--- config.mk ---
export PLATFORM = sky130hd
export DESIGN_NAME = constraint_scheduler
export DESIGN_NICKNAME = d
export VERILOG_FILES = /design/src/rtl/constraint_scheduler.sv
export SDC_FILE = /design/constraint.sdc
export NUM_CORES = 1
export LEC_CHECK = 0
export CORE_MARGIN = 1.5
export CORE_UTILIZATION = 26
export DETAILED_ROUTE_END_ITERATION = 10
export SYNTH_ARGS = -nofsm -noshare
export SYNTH_HDL_FRONTEND = slang
export SYNTH_SLANG_ARGS = --single-unit
--- constraint.sdc ---
create_clock -name clk -period 11.86 [get_ports clk]
set_input_delay 1.779 -clock clk [delete_from_list [all_inputs] [get_ports clk]]
set_output_delay 1.779 -clock clk [all_outputs]
set_load 0.02 [all_outputs]
--- src/rtl/constraint_scheduler.sv ---
`timescale 1ns/1ps
// constraint_scheduler
//   Sequences one shared, externally pipelined constraint datapath over a
//   particle chain held in an external position memory. Particle 0 is the
//   anchor and is never written; particles 1..N_PART-1 are relaxed in
//   ascending order for ITERS passes (Gauss-Seidel: each write lands before
//   the next particle's fetch reads it). No arithmetic is done here.
//
//   Per particle: FETCH (4) -> ISSUE (1) -> WAIT (DP_LAT) -> WRITE (1).
//   DP_LAT must be at least 1.
//
// Ports
//   clk, rst          clock, asynchronous active-high reset
//   start, abort      begin a run (IDLE only) / cancel a run
//   busy, done        run in progress / one-cycle completion pulse
//   mem_raddr         read address; mem_rdata_* valid one cycle later
//   mem_we/waddr/wdata_*  write port (Q16.16 data, passed through)
//   ec_in_valid       operand strobe to the datapath
//   ec_up_*, ec_*, ec_down_*  operands (upper neighbour, self, lower neighbour)
//   ec_res_*          datapath results, valid DP_LAT cycles after ec_in_valid
module constraint_scheduler #(
  parameter int N_PART = 8,
  parameter int ADDR_W = 3,
  parameter int ITERS  = 4,
  parameter int DP_LAT = 2
) (
  input  logic              clk,
  input  logic              rst,
  input  logic              start,
  input  logic              abort,
  output logic              busy,
  output logic              done,
  output logic [ADDR_W-1:0] mem_raddr,
  input  logic [31:0]       mem_rdata_x,
  input  logic [31:0]       mem_rdata_y,
  output logic              mem_we,
  output logic [ADDR_W-1:0] mem_waddr,
  output logic [31:0]       mem_wdata_x,
  output logic [31:0]       mem_wdata_y,
  output logic              ec_in_valid,
  output logic [31:0]       ec_up_x,
  output logic [31:0]       ec_up_y,
  output logic [31:0]       ec_x,
  output logic [31:0]       ec_y,
  output logic [31:0]       ec_down_x,
  output logic [31:0]       ec_down_y,
  input  logic [31:0]       ec_res_x,
  input  logic [31:0]       ec_res_y
);

  typedef enum logic [2:0] {
    S_IDLE, S_FETCH, S_ISSUE, S_WAIT, S_WRITE, S_DONE
  } state_t;

  // Counter widths hold N_PART-1 and ITERS-1 without wrap.
  localparam int IW = (N_PART > 2) ? $clog2(N_PART) : 1;
  localparam int PW = (ITERS  > 2) ? $clog2(ITERS)  : 1;
  localparam int WW = (DP_LAT > 2) ? $clog2(DP_LAT) : 1;
  localparam bit EMPTY = (N_PART < 2) || (ITERS == 0);
  localparam logic [IW-1:0] I_LAST = IW'(N_PART - 1);
  localparam logic [PW-1:0] P_LAST = PW'(ITERS - 1);
  localparam logic [WW-1:0] W_LAST = WW'(DP_LAT - 1);

  state_t          r_state, w_next;
  logic [IW-1:0]   r_i;
  logic [PW-1:0]   r_p;
  logic [1:0]      r_fcnt;
  logic [WW-1:0]   r_wcnt;
  logic [31:0]     r_up_x, r_up_y, r_x, r_y, r_dn_x, r_dn_y;
  logic [31:0]     r_res_x, r_res_y;
  logic [IW-1:0]   w_down;
  logic            w_last_part;

  // The last particle is its own lower neighbour.
  assign w_last_part = (r_i == I_LAST);
  assign w_down      = w_last_part ? r_i : r_i + IW'(1);

  always_ff @(posedge clk or posedge rst) begin
    if (rst) r_state <= S_IDLE;
    else     r_state <= w_next;
  end

  always_comb begin
    w_next = r_state;
    case (r_state)
      S_IDLE:  if (start && !abort) w_next = EMPTY ? S_DONE : S_FETCH;
      S_FETCH: if (r_fcnt == 2'd3) w_next = S_ISSUE;
      S_ISSUE: w_next = S_WAIT;
      S_WAIT:  if (r_wcnt == W_LAST) w_next = S_WRITE;
      S_WRITE: w_next = (w_last_part && r_p == P_LAST) ? S_DONE : S_FETCH;
      S_DONE:  w_next = S_IDLE;
      default: w_next = S_IDLE;
    endcase
    // Abort beats everything except IDLE, where it is a no-op.
    if (abort && r_state != S_IDLE) w_next = S_IDLE;
  end

  always_ff @(posedge clk or posedge rst) begin
    if (rst) begin
      r_i    <= '0;
      r_p    <= '0;
      r_fcnt <= '0;
      r_wcnt <= '0;
      r_up_x <= '0; r_up_y <= '0;
      r_x    <= '0; r_y    <= '0;
      r_dn_x <= '0; r_dn_y <= '0;
      r_res_x <= '0; r_res_y <= '0;
    end else begin
      // Phase counters free-run inside their state and park at 0 elsewhere.
      r_fcnt <= (r_state == S_FETCH) ? r_fcnt + 2'd1 : 2'd0;
      r_wcnt <= (r_state == S_WAIT)  ? r_wcnt + WW'(1) : '0;
      case (r_state)
        S_IDLE: if (start && !abort) begin
          r_i <= IW'(1);
          r_p <= '0;
        end
        S_FETCH: begin
          // Read data lags the address by one cycle.
          case (r_fcnt)
            2'd1:    begin r_up_x <= mem_rdata_x; r_up_y <= mem_rdata_y; end
            2'd2:    begin r_x    <= mem_rdata_x; r_y    <= mem_rdata_y; end
            2'd3:    begin r_dn_x <= mem_rdata_x; r_dn_y <= mem_rdata_y; end
            default: ;
          endcase
        end
        S_WAIT: if (r_wcnt == W_LAST) begin
          r_res_x <= ec_res_x;
          r_res_y <= ec_res_y;
        end
        S_WRITE: begin
          if (!w_last_part) begin
            r_i <= r_i + IW'(1);
          end else if (r_p != P_LAST) begin
            r_i <= IW'(1);
            r_p <= r_p + PW'(1);
          end
        end
        default: ;
      endcase
    end
  end

  always_comb begin
    mem_raddr = '0;
    if (r_state == S_FETCH) begin
      case (r_fcnt)
        2'd0:    mem_raddr = ADDR_W'(r_i - IW'(1));
        2'd1:    mem_raddr = ADDR_W'(r_i);
        2'd2:    mem_raddr = ADDR_W'(w_down);
        default: mem_raddr = '0;
      endcase
    end
  end

  assign busy        = (r_state == S_FETCH) || (r_state == S_ISSUE) ||
                       (r_state == S_WAIT)  || (r_state == S_WRITE);
  assign done        = (r_state == S_DONE);
  // An abort during WRITE suppresses that write.
  assign mem_we      = (r_state == S_WRITE) && !abort;
  assign mem_waddr   = (r_state == S_WRITE) ? ADDR_W'(r_i) : '0;
  assign mem_wdata_x = r_res_x;
  assign mem_wdata_y = r_res_y;
  assign ec_in_valid = (r_state == S_ISSUE);
  assign ec_up_x     = r_up_x;
  assign ec_up_y     = r_up_y;
  assign ec_x        = r_x;
  assign ec_y        = r_y;
  assign ec_down_x   = r_dn_x;
  assign ec_down_y   = r_dn_y;

endmodule

==> images/class_map.png <==
(1 px per um)
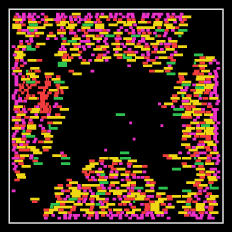
[remaining buffers and delay cells] magenta | cells: 402 | share of their area: 25%
[clock drivers and dummy loads] green | cells: 61 | share of their area: 7.4%
[registers] yellow | cells: 267 | share of their area: 42%
[remaining logic cells] red | cells: 341 | share of their area: 26%
final instance area: 16800 um2
Core Area: 43100 um2
sequential cell area share: 0.398
Core Util, Final: 0.390
row count: 76

==> images/placed.png <==
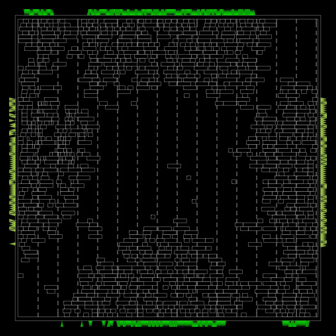
number of tap instances: 585
Filler cells: 4073
registers: 267
Post-Layout Cell Count: 1657

==> flow_summary.json <==
{
  "cts_tree": "yes",
  "clock_buffers": 47,
  "comb_share": 0.246,
  "fin_nets": 1188,
  "cts-root-buf": "clkbuf_16",
  "vias_per_cell": 4.13,
  "edf_count": 0,
  "io_buffers": 397,
  "insertion_delay_ns": 0.52,
  "synth_area_per_cell_um2": 17.8,
  "rr_endpoint": "ec_down_x[31]",
  "cp_cell_sequence": "clkdlybuf4s50_1 -> nor2_1 -> clkdlybuf4s50_1",
  "setup_viol": 0,
  "cp_slowest_cell": "clkdlybuf4s50_1",
  "multi_input_comb_cells": 330,
  "drv_slew": 0,
  "signal_buffers": 402,
  "max_clock_freq_ghz": 0.207,
  "seqCellArea_um2": 6680,
  "irDropWorstVdd_v": 0.000112,
  "setup_tns_ns": 0,
  "ys_cells": 639,
  "ff2ff_setup_slack_ns": 8.91,
  "synth_cells": 639,
  "critPathCaptureType": "output pin",
  "synth_nets": 781,
  "post_synth_fa_ha_maj_area_fraction": 0.0110,
  "ys_chip_area_um2": 11400,
  "crit_arrival_ns": 3.05,
  "mux_share": 0.315,
  "cap_violations": 0,
  "clock_path_buffers": 3,
  "die_x_um": 212,
  "synthTopLogicFamily": "multiplexers",
  "critical_path.max_stage_delay_ns": 0.61,
  "dieArea_um2": 45000,
  "p_leak_nw": 7.25,
  "cts_hold_buf": 0,
  "largest_class": "sequential cells",
  "worst_hold_path.num_cells": 1,
  "place_area_um2": 15600,
  "grt_pass1_vias": 7433,
  "fin_crit_ns": 4.83,
  "area_growth_syn_to_layout_pct": 47.8,
  "hp-class": "reg -> reg",
  "first_iter_violations": 294,
  "startpoint": "abort",
  "worst_path_most_repeated_cell": "clkdlybuf4s50_1",
  "grt_pass1_wl_mm": 45.0,
  "cts_sinks": 267,
  "synth-main-ff-cell": "dfrtp_1",
  "pwr_density_cell_nw_per_um2": 241,
  "buffer_area_frac": 0.239,
  "layout-drive-gt1-share": 0.308,
  "worstPathRequired_ns": 10.08,
  "place_inst": 1595,
  "ant_nets": 0,
  "clockNetworkAreaShare": 0.0710,
  "avgRoutedWirePerCell_um": 18.1,
  "hold_ws_ns": 0.502,
  "worstMarginPinSlew_ns": 1.02,
  "numSynthFlops": 267,
  "endpoint": "mem_we",
  "fin_crit_sh": 0.407,
  "min_from": "mem_wdata_x[3]",
  "lay_top_count": "clkdlybuf4s50_1",
  "cts_resized": 0,
  "r2r_cells": 4,
  "grt_setup_unrepaired": "false",
  "cp-start-kind": "primary input",
  "status": "finished clean",
  "logic_area_um2": 4140,
  "hpwl_mm": 20.2,
  "ys_warn_count": 0,
  "nNonClkInverters": 11,
  "synth.distinct_cells": 45,
  "min_to": "mem_wdata_x[3]",
  "cts_buffers": 34,
  "gp_congestion": 0.746,
  "htree_levels": 2,
  "netlist_area_um2": 11400,
  "slew_headroom": 0.319,
  "track_usage": 0.131,
  "critical_path_class": "in -> out",
  "timing_hold_violations_final": 0,
  "gr-total-overflow": 0,
  "ys_seq_frac": 0.587,
  "regToRegStartpoint": "r_state[2]",
  "synthXorXnorAreaFrac": 0.000770,
  "ioPinCount": 398,
  "antenna_found_initial": 2,
  "grt_max_degree": 121,
  "antenna_cells": 1,
  "die_h_um": 212,
  "lay_top_cells": "clkdlybuf4s50_1, dfrtp_1, mux2_4",
  "tool_warnings": 33,
  "clk_pin_slew_ns": 0.06,
  "post-route-drc-count": 0,
  "critPathMaxFanout": 6,
  "first_pass_iters": 5,
  "skew_ns": 0.00968,
  "post_cts_buffers": 0,
  "async_flop_share": 1.00,
  "ys_sh_simple": 0.0260,
  "ys_sh_aoi": 0.0112
}
==> images/m3.png <==
(2 px per um)
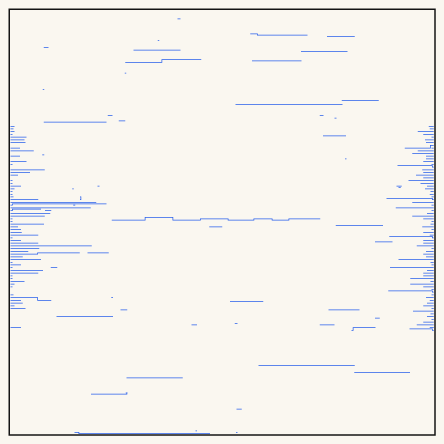
wire length on this layer: 1750 um
share of all routed wire: 5.8%
longest straight run: 65.3 um
nets with wire on the layer: 155
main direction: horizontal
Total Wirelength: 30.1 mm
DR vias: 6847
GR Layer Usage met3: 0.0352

==> images/util_map.png <==
(2 px per um) The die is cut into 21 by 21 equal tiles; black is low, pale yellow is high, 0 to 100% covered.
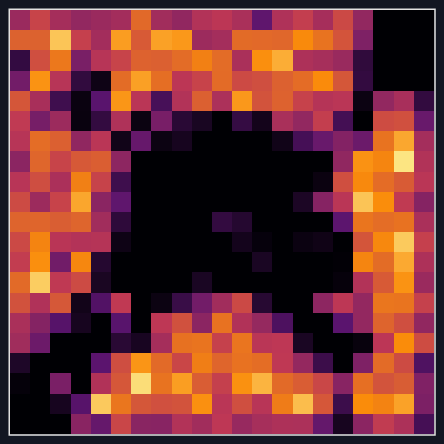
densest ninth of the die: bottom center
mean over tiles: 36%
fullest tile: 94%
emptiest ninth of the die: center
tiles over 75% full: 7.0%
nearly empty tiles: 24%
fp util: 0.264

## report_power, final
part	switching, mW	internal [mW]
Combinational	0.679	0.906
Clock	0.407	0.676
Sequential	0.175	1.21
## metrics by stage
| step | setup WS (ns) | power [mW] |
|---|---|---|
| finish | 7.03 | 4.05 |
| global route | 6.97 | 4.24 |
| CTS | 7.02 | 4.12 |
| detailed placement | 6.88 | 3.00 |
| global placement | 6.92 | 2.99 |
| floorplan | 2.73 | 2.22 |
## state kept, by name, summed over array words and instances, names as in the netlist
| signal | count |
|---|---|
| r_fcnt | 2 |
| mem_wdata_y | 32 |
| r_wcnt | 1 |
| r_i | 3 |
| r_p | 2 |
| ec_down_y | 32 |
| r_state | 3 |
| ec_up_x | 32 |
| ec_up_y | 32 |
| mem_wdata_x | 32 |
| ec_x | 32 |
| ec_down_x | 32 |
| ec_y | 32 |
## routing by layer
metal  up-vias  share of wire  GRT usage  wire [um]
met5         -        0.00033          0         10
met4         2          0.026     0.0527        794
met3        51          0.058     0.0352       1750
met2       205           0.48      0.213      14500
met1      3525           0.43      0.164      13000
li1       3064              -          -          -
## cells in the mapped netlist, types with 4 or more instances
cell	number	share of area
buf_12	21	0.037
and3b_1	4	0.0031
buf_6	7	0.0069
nor2_1	6	0.0020
dfrtp_1	267	0.59
nand2_1	6	0.0020
a21oi_1	4	0.0018
o21ai_0	4	0.0018
mux2_4	180	0.24
inv_1	11	0.0036
mux2_2	77	0.076
ha_1	10	0.011
## kinds of logic after synthesis
group | after synthesis
DFF | 267
muxes | 258
buffers and inverters | 42
and+or+nand+nor | 42
AOI/OAI and AO/OA | 19
adders and majority gates | 10
xor gates and xnor gates | 1
## critical path, delay by kind of cell
family | cells | cell delay [ns]
and+or+nand+nor | 1 | 0.15
buffers and inverters | 2 | 1.12
Power and IR drop assume default switching activity.
